File: src/rtl/cell_bus_master_if.sv
// Host request/response handshake plus the shared register-cell bus.
// master = the bus initiator, slave = host and cell bank.
interface cell_bus_master_if #(
  parameter int NUM_CELLS = 16,
  parameter int WORD_SIZE = 8,
  parameter int ADDR_W    = $clog2(NUM_CELLS)
);
  logic                 req_valid;
  logic                 req_ready;
  logic                 req_write;
  logic [ADDR_W-1:0]    req_addr;
  logic [WORD_SIZE-1:0] req_wdata;
  logic                 rsp_valid;
  logic [WORD_SIZE-1:0] rsp_rdata;
  logic                 rsp_err;
  logic [NUM_CELLS-1:0] cell_sel;
  logic                 cell_we;
  logic [WORD_SIZE-1:0] cell_wdata;
  logic [WORD_SIZE-1:0] cell_rdata;

  modport master (
    input  req_valid, req_write, req_addr, req_wdata, cell_rdata,
    output req_ready, rsp_valid, rsp_rdata, rsp_err, cell_sel, cell_we, cell_wdata
  );

  modport slave (
    output req_valid, req_write, req_addr, req_wdata, cell_rdata,
    input  req_ready, rsp_valid, rsp_rdata, rsp_err, cell_sel, cell_we, cell_wdata
  );
endinterface

File: src/rtl/cell_bus_master.sv
// Register-cell bus initiator: one host request at a time, one-hot cell access,
// optional write readback check, single-cycle response strobe.
module cell_bus_master #(
  parameter int NUM_CELLS = 16,
  parameter int WORD_SIZE = 8,
  parameter int ADDR_W    = $clog2(NUM_CELLS),
  parameter bit VERIFY    = 1'b1
) (
  input  logic              clk,
  input  logic              rst,
  cell_bus_master_if.master bus
);

  typedef enum logic [2:0] {IDLE, WR, RB, RD, ERR, RSP} state_t;

  localparam logic [ADDR_W:0] NUM_CELLS_W = (ADDR_W + 1)'(NUM_CELLS);

  state_t               state_q, state_d;
  logic [ADDR_W-1:0]    addr_q, addr_d;
  logic [WORD_SIZE-1:0] wdata_q, wdata_d;
  logic [WORD_SIZE-1:0] rsp_rdata_q, rsp_rdata_d;
  logic                 rsp_err_q, rsp_err_d;
  logic                 req_oor;
  logic [NUM_CELLS-1:0] sel_dec;
  logic                 bus_on;

  // Zero-extended compare so out-of-range codes never alias onto a cell.
  assign req_oor = ({1'b0, bus.req_addr} >= NUM_CELLS_W);

  generate
    for (genvar gi = 0; gi < NUM_CELLS; gi++) begin : g_sel
      assign sel_dec[gi] = (addr_q == ADDR_W'(gi));
    end
  endgenerate

  always_ff @(posedge clk) begin
    if (rst) begin
      state_q     <= IDLE;
      addr_q      <= '0;
      wdata_q     <= '0;
      rsp_rdata_q <= '0;
      rsp_err_q   <= 1'b0;
    end else begin
      state_q     <= state_d;
      addr_q      <= addr_d;
      wdata_q     <= wdata_d;
      rsp_rdata_q <= rsp_rdata_d;
      rsp_err_q   <= rsp_err_d;
    end
  end

  always_comb begin
    state_d = state_q;
    case (state_q)
      IDLE: begin
        if (bus.req_valid) begin
          if (req_oor)            state_d = ERR;
          else if (bus.req_write) state_d = WR;
          else                    state_d = RD;
        end
      end
      WR:          state_d = VERIFY ? RB : RSP;
      RB, RD, ERR: state_d = RSP;
      RSP:         state_d = IDLE;
      default:     state_d = IDLE;
    endcase
  end

  // Response registers load on the edge entering RSP and then hold.
  always_comb begin
    addr_d      = addr_q;
    wdata_d     = wdata_q;
    rsp_rdata_d = rsp_rdata_q;
    rsp_err_d   = rsp_err_q;
    case (state_q)
      IDLE: begin
        if (bus.req_valid) begin
          addr_d  = bus.req_addr;
          wdata_d = bus.req_wdata;
        end
      end
      WR: begin
        if (!VERIFY) begin
          rsp_rdata_d = wdata_q;
          rsp_err_d   = 1'b0;
        end
      end
      RB: begin
        rsp_rdata_d = bus.cell_rdata;
        rsp_err_d   = (bus.cell_rdata != wdata_q);
      end
      RD: begin
        rsp_rdata_d = bus.cell_rdata;
        rsp_err_d   = 1'b0;
      end
      ERR: begin
        rsp_rdata_d = '0;
        rsp_err_d   = 1'b1;
      end
      default: ;
    endcase
  end

  // Outputs are gated by rst so a write in flight never reaches the cells.
  always_comb begin
    bus_on         = !rst && (state_q == WR || state_q == RB || state_q == RD);
    bus.req_ready  = !rst && (state_q == IDLE);
    bus.rsp_valid  = !rst && (state_q == RSP);
    bus.rsp_rdata  = rst ? '0 : rsp_rdata_q;
    bus.rsp_err    = !rst && rsp_err_q;
    bus.cell_sel   = bus_on ? sel_dec : '0;
    bus.cell_we    = !rst && (state_q == WR);
    bus.cell_wdata = rst ? '0 : wdata_q;
  end

endmodule

File: src/flat_wrapper.sv
// flat-port wrapper written by rule: the top's interface ports become plain ports
module cell_bus_master_flat 
#(
  parameter int NUM_CELLS = 16,
  parameter int WORD_SIZE = 8,
  parameter int ADDR_W    = $clog2(NUM_CELLS),
  parameter bit VERIFY    = 1'b1
)
  (clk, rst, bus_req_valid, bus_req_write, bus_req_addr, bus_req_wdata, bus_cell_rdata, bus_req_ready, bus_rsp_valid, bus_rsp_rdata, bus_rsp_err, bus_cell_sel, bus_cell_we, bus_cell_wdata);
  cell_bus_master_if #(.NUM_CELLS(NUM_CELLS), .WORD_SIZE(WORD_SIZE), .ADDR_W(ADDR_W)) bus_i ();
  input  logic clk;
  input  logic rst;
  input wire logic [$bits(bus_i.req_valid)-1:0] bus_req_valid;
  input wire logic [$bits(bus_i.req_write)-1:0] bus_req_write;
  input wire logic [$bits(bus_i.req_addr)-1:0] bus_req_addr;
  input wire logic [$bits(bus_i.req_wdata)-1:0] bus_req_wdata;
  input wire logic [$bits(bus_i.cell_rdata)-1:0] bus_cell_rdata;
  output wire logic [$bits(bus_i.req_ready)-1:0] bus_req_ready;
  output wire logic [$bits(bus_i.rsp_valid)-1:0] bus_rsp_valid;
  output wire logic [$bits(bus_i.rsp_rdata)-1:0] bus_rsp_rdata;
  output wire logic [$bits(bus_i.rsp_err)-1:0] bus_rsp_err;
  output wire logic [$bits(bus_i.cell_sel)-1:0] bus_cell_sel;
  output wire logic [$bits(bus_i.cell_we)-1:0] bus_cell_we;
  output wire logic [$bits(bus_i.cell_wdata)-1:0] bus_cell_wdata;
  assign bus_i.req_valid = bus_req_valid;
  assign bus_i.req_write = bus_req_write;
  assign bus_i.req_addr = bus_req_addr;
  assign bus_i.req_wdata = bus_req_wdata;
  assign bus_i.cell_rdata = bus_cell_rdata;
  assign bus_req_ready = bus_i.req_ready;
  assign bus_rsp_valid = bus_i.rsp_valid;
  assign bus_rsp_rdata = bus_i.rsp_rdata;
  assign bus_rsp_err = bus_i.rsp_err;
  assign bus_cell_sel = bus_i.cell_sel;
  assign bus_cell_we = bus_i.cell_we;
  assign bus_cell_wdata = bus_i.cell_wdata;
  cell_bus_master #(.NUM_CELLS(NUM_CELLS), .WORD_SIZE(WORD_SIZE), .ADDR_W(ADDR_W), .VERIFY(VERIFY)) u_core (.clk(clk), .rst(rst), .bus(bus_i));
endmodule
File: config.mk
export PLATFORM = sky130hd
export DESIGN_NAME = cell_bus_master_flat
export DESIGN_NICKNAME = d
export VERILOG_FILES = /design/src/rtl/cell_bus_master_if.sv /design/src/rtl/cell_bus_master.sv /design/src/flat_wrapper.sv
export SDC_FILE = /design/constraint.sdc
export NUM_CORES = 1
export LEC_CHECK = 0
export CORE_MARGIN = 2
export CORE_UTILIZATION = 37
export DETAILED_ROUTE_END_ITERATION = 12
export GPL_TIMING_DRIVEN = 1
export PLACE_DENSITY = 0.75
export SYNTH_ARGS = -nofsm -noshare
export SYNTH_HDL_FRONTEND = slang
export SYNTH_SLANG_ARGS = --single-unit
File: constraint.sdc
create_clock -name clk -period 1.5 [get_ports clk]
set_clock_uncertainty 0.2 [all_clocks]
set_input_delay 0.3 -clock clk [delete_from_list [all_inputs] [get_ports clk]]
set_output_delay 0.3 -clock clk [all_outputs]
set_load 0.005 [all_outputs]
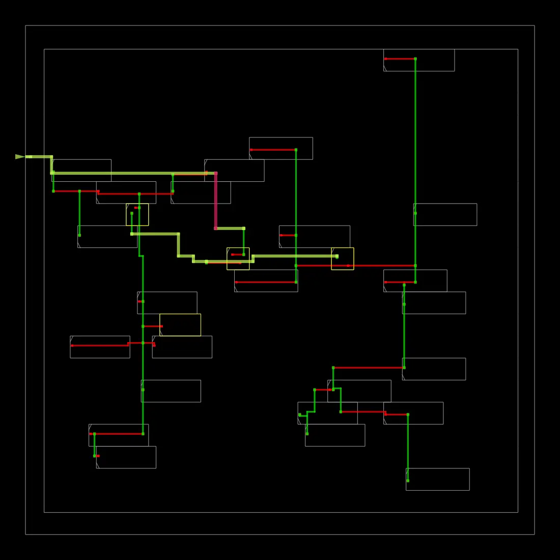
(run_1/final_clocks.png)
power attributed to the clock group: 0.353 mW
total CTS buffers: 3
# clock sinks: 24

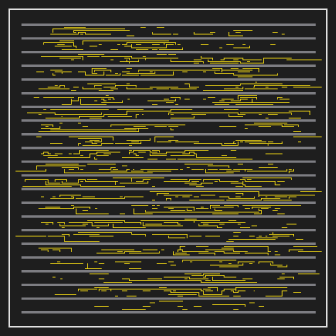
(run_1/met1.png)
Supply wires on this layer in gray.
274 nets have wire on it. The layer holds 41% of the routed length. The longest straight run is 22.5 µm. The layer carries 2010 µm of wire.

==> results.yml, run 1 <==
# generated from flow reports
detailed_routing:
  wl_met2_um: 2620
  route.detailed.wl_per_inst_um: 14.9
  routed_via_density: 4.98
  drt_first_pass_iters: 4
  met3_length_um: 207
  via_count: 1633
  route.detailed.drc: 0
setup_path:
  cpMaxStageDelayCell: "sky130_fd_sc_hd__dfxtp_2"
  cp-start-kind: "flop"
  stage_delay_of_the_slowest_cell_on_the_critical_path_ns: 0.36
  critical_path_s_most_frequent_cell: "sky130_fd_sc_hd__buf_6"
  worst-r2r-setup-slack_ns: -0.29
  crit_end: "bus_cell_sel[2]"
  crit_fanout: 3
  r2r_end: "u_core.addr_q[1]"
  startpoint_of_the_lowest_slack_register_to_register_path: "u_core.state_q[2]"
logic_synthesis:
  instance_count_of_the_mapped_netlist: 169
  synthDominantCellAreaShare: 0.376
  async_flop_share: 0
  synth.cellmix.compoundShare: 0.150
  simple_gate_share: 0.339
  dominantRegCellSynth: "sky130_fd_sc_hd__dfxtp_1"
  xor_xnor_area_share: 0.0548
  synth.logic.top_family: "simple AND/OR/NAND/NOR gates"
  adder_share: 0
  post_synth_num_cell_types: 26
  yosysChipArea_mm2: 0.00128
  ys_seq_share: 0.376
  synth.yosys.warnings: 0
run_status:
  run_status: "complete, but fails checks"
  violations: "negative setup slack"
clocking:
  cts.repair.resized: 193
  cts-htree-levels: 1
  cts-root-to-sink-buffers: 2
  cts_tree: "yes"
  cts_setup_buffers: 16
  clk_transition_reported_paths_ns: 0.15
timing:
  rsz0062_at_grt: "true"
  final.setup.tns_ns: -13.25
  timing_hold_violations_final: 0
  max_slew.worst_pin.slew_ns: 0.326
  setup_viol: 49
  fmax_mhz: 483
  post-route-worst-setup-slack_ns: -0.571
  maxSlewHeadroom: 0.782
global_routing:
  largest_net_degree_at_the_start_of_global_routing: 16
  grt_use_met3: 0.0505
  global_route_wire_length_before_repair_um: 6380
  grt-ovfl-total: 0
  grt_usage: 0.198
layout:
  layout.sequential_cells: 24
  area_share_nonclk_buffers: 0.377
  final_core_utilization: 0.816
  top_class_by_area: "combinational gates"
  comb_share: 0.398
  final_std_cells_w_o_fill: 328
  multiInputGateArea_mm2: 0.00108
  comb_cells: 128
  layout-drive-gt1-share: 0.649
  num-nonclk-buffers: 120
  clkCellAreaFrac: 0.0133
  nNetsFinal: 307
  reg.largest.list: "u_core.rsp_rdata_q: 8 flops, u_core.wdata_q: 8 flops, u_core.addr_q: 4 flops"
power_and_ir_drop:
  switching_power_mw: 0.658
  dominant_power_group: "combinational cells"
  power.density_mw_per_mm2: 725
  power_frac_comb: 0.438
  internal_power_summed_over_all_cells_mw: 1.32
  clkPwrFrac: 0.179
  sw_frac_of_total: 0.333
worst_hold_path:
  min_to: "u_core.addr_q[0]"
  hold_crit_class: "input pin to flop"
  worst_hold_startpoint: "rst"
  hold_depth: 4
placed_design:
  place.detailed.instances: 293
  dpl.hpwl_um: 2660
  dpl_worst_slack_ns: -0.947
  gpl.final_weighted_congestion: 0.785
  portBuffers: 59
floorplanning:
  design.die.area_mm2: 0.00394
  tap-cell-count: 46
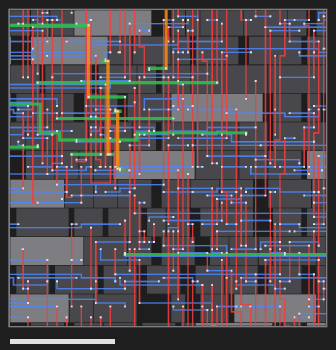
(run_1/zoom.png)
Bar = 10 µm. Region (16, 16) to (46, 46) µm. Cells in gray, sequential cells in the stronger gray; small squares are vias.
Key: met2 = red; met3 = green; met4 = orange; met1 = blue
84 logic cells have their middle in the window. Sequential cells in the window: 8. Netlist names of flops here include `u_core.wdata_q` (4), `u_core.rsp_rdata_q` (2). Most frequent: buf_4 (13), buf_6 (9), xnor2_1 (6).

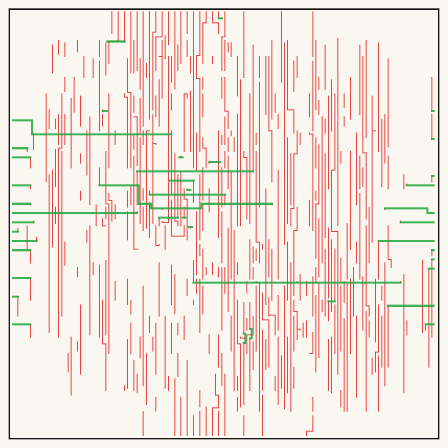
(run_1/metal_stack.png)
Two of the layers only.
Key: met3 = green [wire length 207 µm]; met2 = red [wire length 2620 µm]

run 1: placed cells by master, fill, tap and decap left out, types with 2 or more instances in the layout:
master                            synthesis  layout
sky130_fd_sc_hd__a2111oi_2                4       3
sky130_fd_sc_hd__a2111oi_4                0       2
sky130_fd_sc_hd__a21oi_1                 20       8
sky130_fd_sc_hd__a21oi_2                  0      12
sky130_fd_sc_hd__buf_12                   0       4
sky130_fd_sc_hd__buf_2                    7      36
sky130_fd_sc_hd__buf_4                    0      36
sky130_fd_sc_hd__buf_6                    0      18
sky130_fd_sc_hd__buf_8                    0       3
sky130_fd_sc_hd__clkbuf_4                 0       3
sky130_fd_sc_hd__clkdlybuf4s50_1          0      22
sky130_fd_sc_hd__dfxtp_1                 24      14
sky130_fd_sc_hd__dfxtp_2                  0       8
sky130_fd_sc_hd__dfxtp_4                  0       2
sky130_fd_sc_hd__inv_1                    6       3
sky130_fd_sc_hd__inv_2                    0       3
sky130_fd_sc_hd__mux2i_1                  3       3
sky130_fd_sc_hd__nand2_1                 26       5
sky130_fd_sc_hd__nand2_2                  0      17
sky130_fd_sc_hd__nand2_4                  0       4
sky130_fd_sc_hd__nand2b_1                 6       3
sky130_fd_sc_hd__nand2b_4                 0       3
sky130_fd_sc_hd__nand3b_1                 2       2
sky130_fd_sc_hd__nand4_1                  2       2
sky130_fd_sc_hd__nor2_1                  26      11
sky130_fd_sc_hd__nor2_2                   0       8
sky130_fd_sc_hd__nor2_4                   0       7
sky130_fd_sc_hd__nor2b_1                 12      12
sky130_fd_sc_hd__nor3_2                   0       4
sky130_fd_sc_hd__nor4_4                   0       2
sky130_fd_sc_hd__nor4b_4                  0       2
sky130_fd_sc_hd__o21ai_0                  2       2
sky130_fd_sc_hd__xnor2_1                  8       8
--- run 2 (diff from run 1) ---
--- a/config.mk
+++ b/config.mk
@@ -10,6 +10,8 @@
 export DETAILED_ROUTE_END_ITERATION = 12
 export GPL_TIMING_DRIVEN = 1
 export PLACE_DENSITY = 0.75
+export REMOVE_ABC_BUFFERS = 1
+export SKIP_LAST_GASP = 1
 export SYNTH_ARGS = -nofsm -noshare
 export SYNTH_HDL_FRONTEND = slang
 export SYNTH_SLANG_ARGS = --single-unit
==> run 2 against run 1 <==
Compared with the run above: sequential share of layout area increased by 2.2 points; combinational power shrank 17%; synthesized cell count unchanged; the run still ends with negative setup slack left; cell area fell by 9.7%; die size unchanged.
==> results.yml, run 2 <==
# generated from flow reports
placed_design:
  dpl.hpwl_um: 2560
  dpl_worst_slack_ns: -1.09
  portBuffers: 59
  place.detailed.instances: 289
  gpl.final_weighted_congestion: 0.760
timing:
  fmax_mhz: 487
  final.setup.tns_ns: -11.40
  timing_hold_violations_final: 0
  max_slew.worst_pin.slew_ns: 0.336
  rsz0062_at_grt: "true"
  post-route-worst-setup-slack_ns: -0.552
  setup_viol: 41
  maxSlewHeadroom: 0.776
logic_synthesis:
  yosysChipArea_mm2: 0.00128
  synth.yosys.warnings: 0
  synthDominantCellAreaShare: 0.376
  dominantRegCellSynth: "sky130_fd_sc_hd__dfxtp_1"
  instance_count_of_the_mapped_netlist: 169
  synth.cellmix.compoundShare: 0.150
  async_flop_share: 0
  adder_share: 0
  xor_xnor_area_share: 0.0548
  synth.logic.top_family: "simple AND/OR/NAND/NOR gates"
  simple_gate_share: 0.339
  yosys-stat-cells: 169
  post_synth_num_cell_types: 26
  ys_seq_share: 0.376
power_and_ir_drop:
  power.density_mw_per_mm2: 715
  switching_power_mw: 0.571
  sw_frac_of_total: 0.325
  clkPwrFrac: 0.162
  power_frac_comb: 0.408
  internal_power_summed_over_all_cells_mw: 1.19
clocking:
  cts_setup_buffers: 17
  cts.repair.resized: 193
  cts_tree: "yes"
  cts-htree-levels: 1
  ctsRootBufferMaster: "sky130_fd_sc_hd__clkbuf_4"
  clk_transition_reported_paths_ns: 0.13
  tritoncts.num_buffers: 3
  clkSinkCount: 24
  cts.hold.buffers_added: 0
  cts-root-to-sink-buffers: 2
layout:
  layout-drive-gt1-share: 0.543
  layout.cells.most_common: "sky130_fd_sc_hd__buf_2"
  final_core_utilization: 0.737
  final_layout_top_logic_cells: "sky130_fd_sc_hd__buf_2 (32), sky130_fd_sc_hd__buf_4 (30), sky130_fd_sc_hd__nand2_1 (25)"
  reg.largest.list: "u_core.rsp_rdata_q: 8 flops, u_core.wdata_q: 8 flops, u_core.addr_q: 4 flops"
  final_std_cells_w_o_fill: 313
  nNetsFinal: 293
detailed_routing:
  routed_via_density: 4.90
  postRouteAntennaNets: 0
  route.detailed.wl_per_inst_um: 14.1
  drt_first_pass_iters: 4
  route.detailed.drc: 0
global_routing:
  grt_use_met3: 0.0378
  largest_net_degree_at_the_start_of_global_routing: 14
  antenna_found_initial: 0
  global_route_wire_length_before_repair_um: 6820
  grt-ovfl-total: 0
  grt_usage: 0.216
setup_path:
  r2r_end: "u_core.wdata_q[2]"
  critPathRequiredTime_ns: 1.00
  crit_fanout: 3
  worst-r2r-setup-slack_ns: -0.26
  startpoint_of_the_lowest_slack_register_to_register_path: "u_core.state_q[2]"
  cp-start-kind: "flop"
worst_hold_path:
  hold_depth: 3
  worst_hold_startpoint: "rst"
  hold_crit_class: "input pin to flop"
  min_to: "u_core.addr_q[1]"
run_status:
  violations: "negative setup slack"
  run_status: "complete, but fails checks"
flow_run:
  warnings: 27
floorplanning:
  design.die.area_mm2: 0.00394
-- run 2: cell counts after synthesis --
No cell type changed its count.
-- run 2: worst max-delay path by stage --
stage / slack [ns] / endpoint / depth (start not counted) / from
2_1_floorplan: -0.18 / bus_cell_sel[0] / 4 / u_core.state_q[1]
3_3_place_gp: -0.98 / bus_cell_sel[0] / 5 / rst
3_5_place_dp: -1.09 / bus_cell_sel[0] / 5 / rst
4_1_cts: -0.55 / bus_cell_sel[0] / 5 / u_core.state_q[2]
5_1_grt: -0.63 / bus_cell_sel[1] / 6 / u_core.state_q[1]
6_report: -0.55 / bus_cell_sel[1] / 5 / u_core.state_q[2]
-- run 2: final cells by class --
cell class,count,area [µm²],area share
sequential,24,503,0.205
multi-input combinational,128,958,0.390
tap,46,57.6,0.0234
timing repair buffer,106,895,0.364
clock buffer,3,22.5,0.00916
inverter,6,22.5,0.00916
-- run 2: routing by layer --
| layer | wire length (µm) | up-vias |
|---|---|---|
| met5 | 0 | - |
| met4 | 121 | 0 |
| met3 | 158 | 12 |
| met2 | 2310 | 45 |
| met1 | 1810 | 708 |
| li1 | - | 769 |
-- run 2: critical path, cell delays in order (launching register included) --
cell	delay (ns)
sky130_fd_sc_hd__dfxtp_4	0.39
sky130_fd_sc_hd__nor3_4	0.21
sky130_fd_sc_hd__nand3b_1	0.16
sky130_fd_sc_hd__buf_4	0.18
sky130_fd_sc_hd__nor3_2	0.16
sky130_fd_sc_hd__buf_2	0.14
-- run 2: power by group through the flow --
stage | Clock, mW | Combinational, mW | Sequential, mW
after CTS | 0.286 | 0.636 | 0.746
after global placement | 0 | 0.528 | 0.745
after floorplan | 0 | 0.215 | 0.764
after global routing | 0.306 | 0.776 | 0.762
after detailed placement | 0 | 0.535 | 0.746
final | 0.284 | 0.718 | 0.755
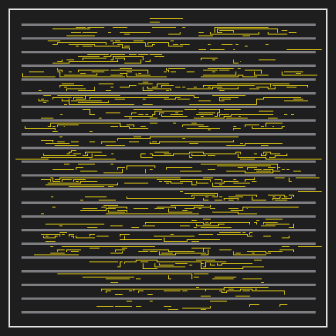
(run_2/met1.png)
Supply wires on this layer in gray.
272 nets have wire on it. The layer carries 1810 µm of wire. The layer holds 41% of the routed length. The wires run mostly horizontal.
met1 Use GR: 0.261
total number of vias: 1534
routed wire length: 4400 µm

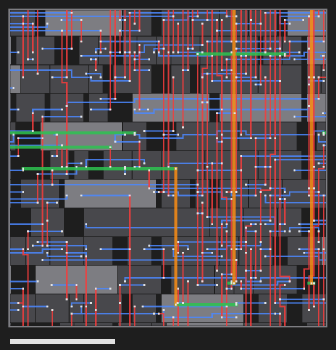
(run_2/zoom.png)
Bar = 10 µm. Region (16, 16) to (46, 46) µm. Cells in gray, sequential cells in the stronger gray; small squares are vias.
Key: met1 = blue; met2 = red; met4 = orange; met3 = green
Sequential cells in the window: 7. 77 logic cells have their middle in the window. Most frequent: buf_4 (14), xnor2_1 (7), a21oi_1 (6). Netlist names of flops here include `u_core.addr_q` (2), `u_core.rsp_rdata_q` (2), `u_core.wdata_q` (2).

Power is estimated from default activity; no workload was simulated.
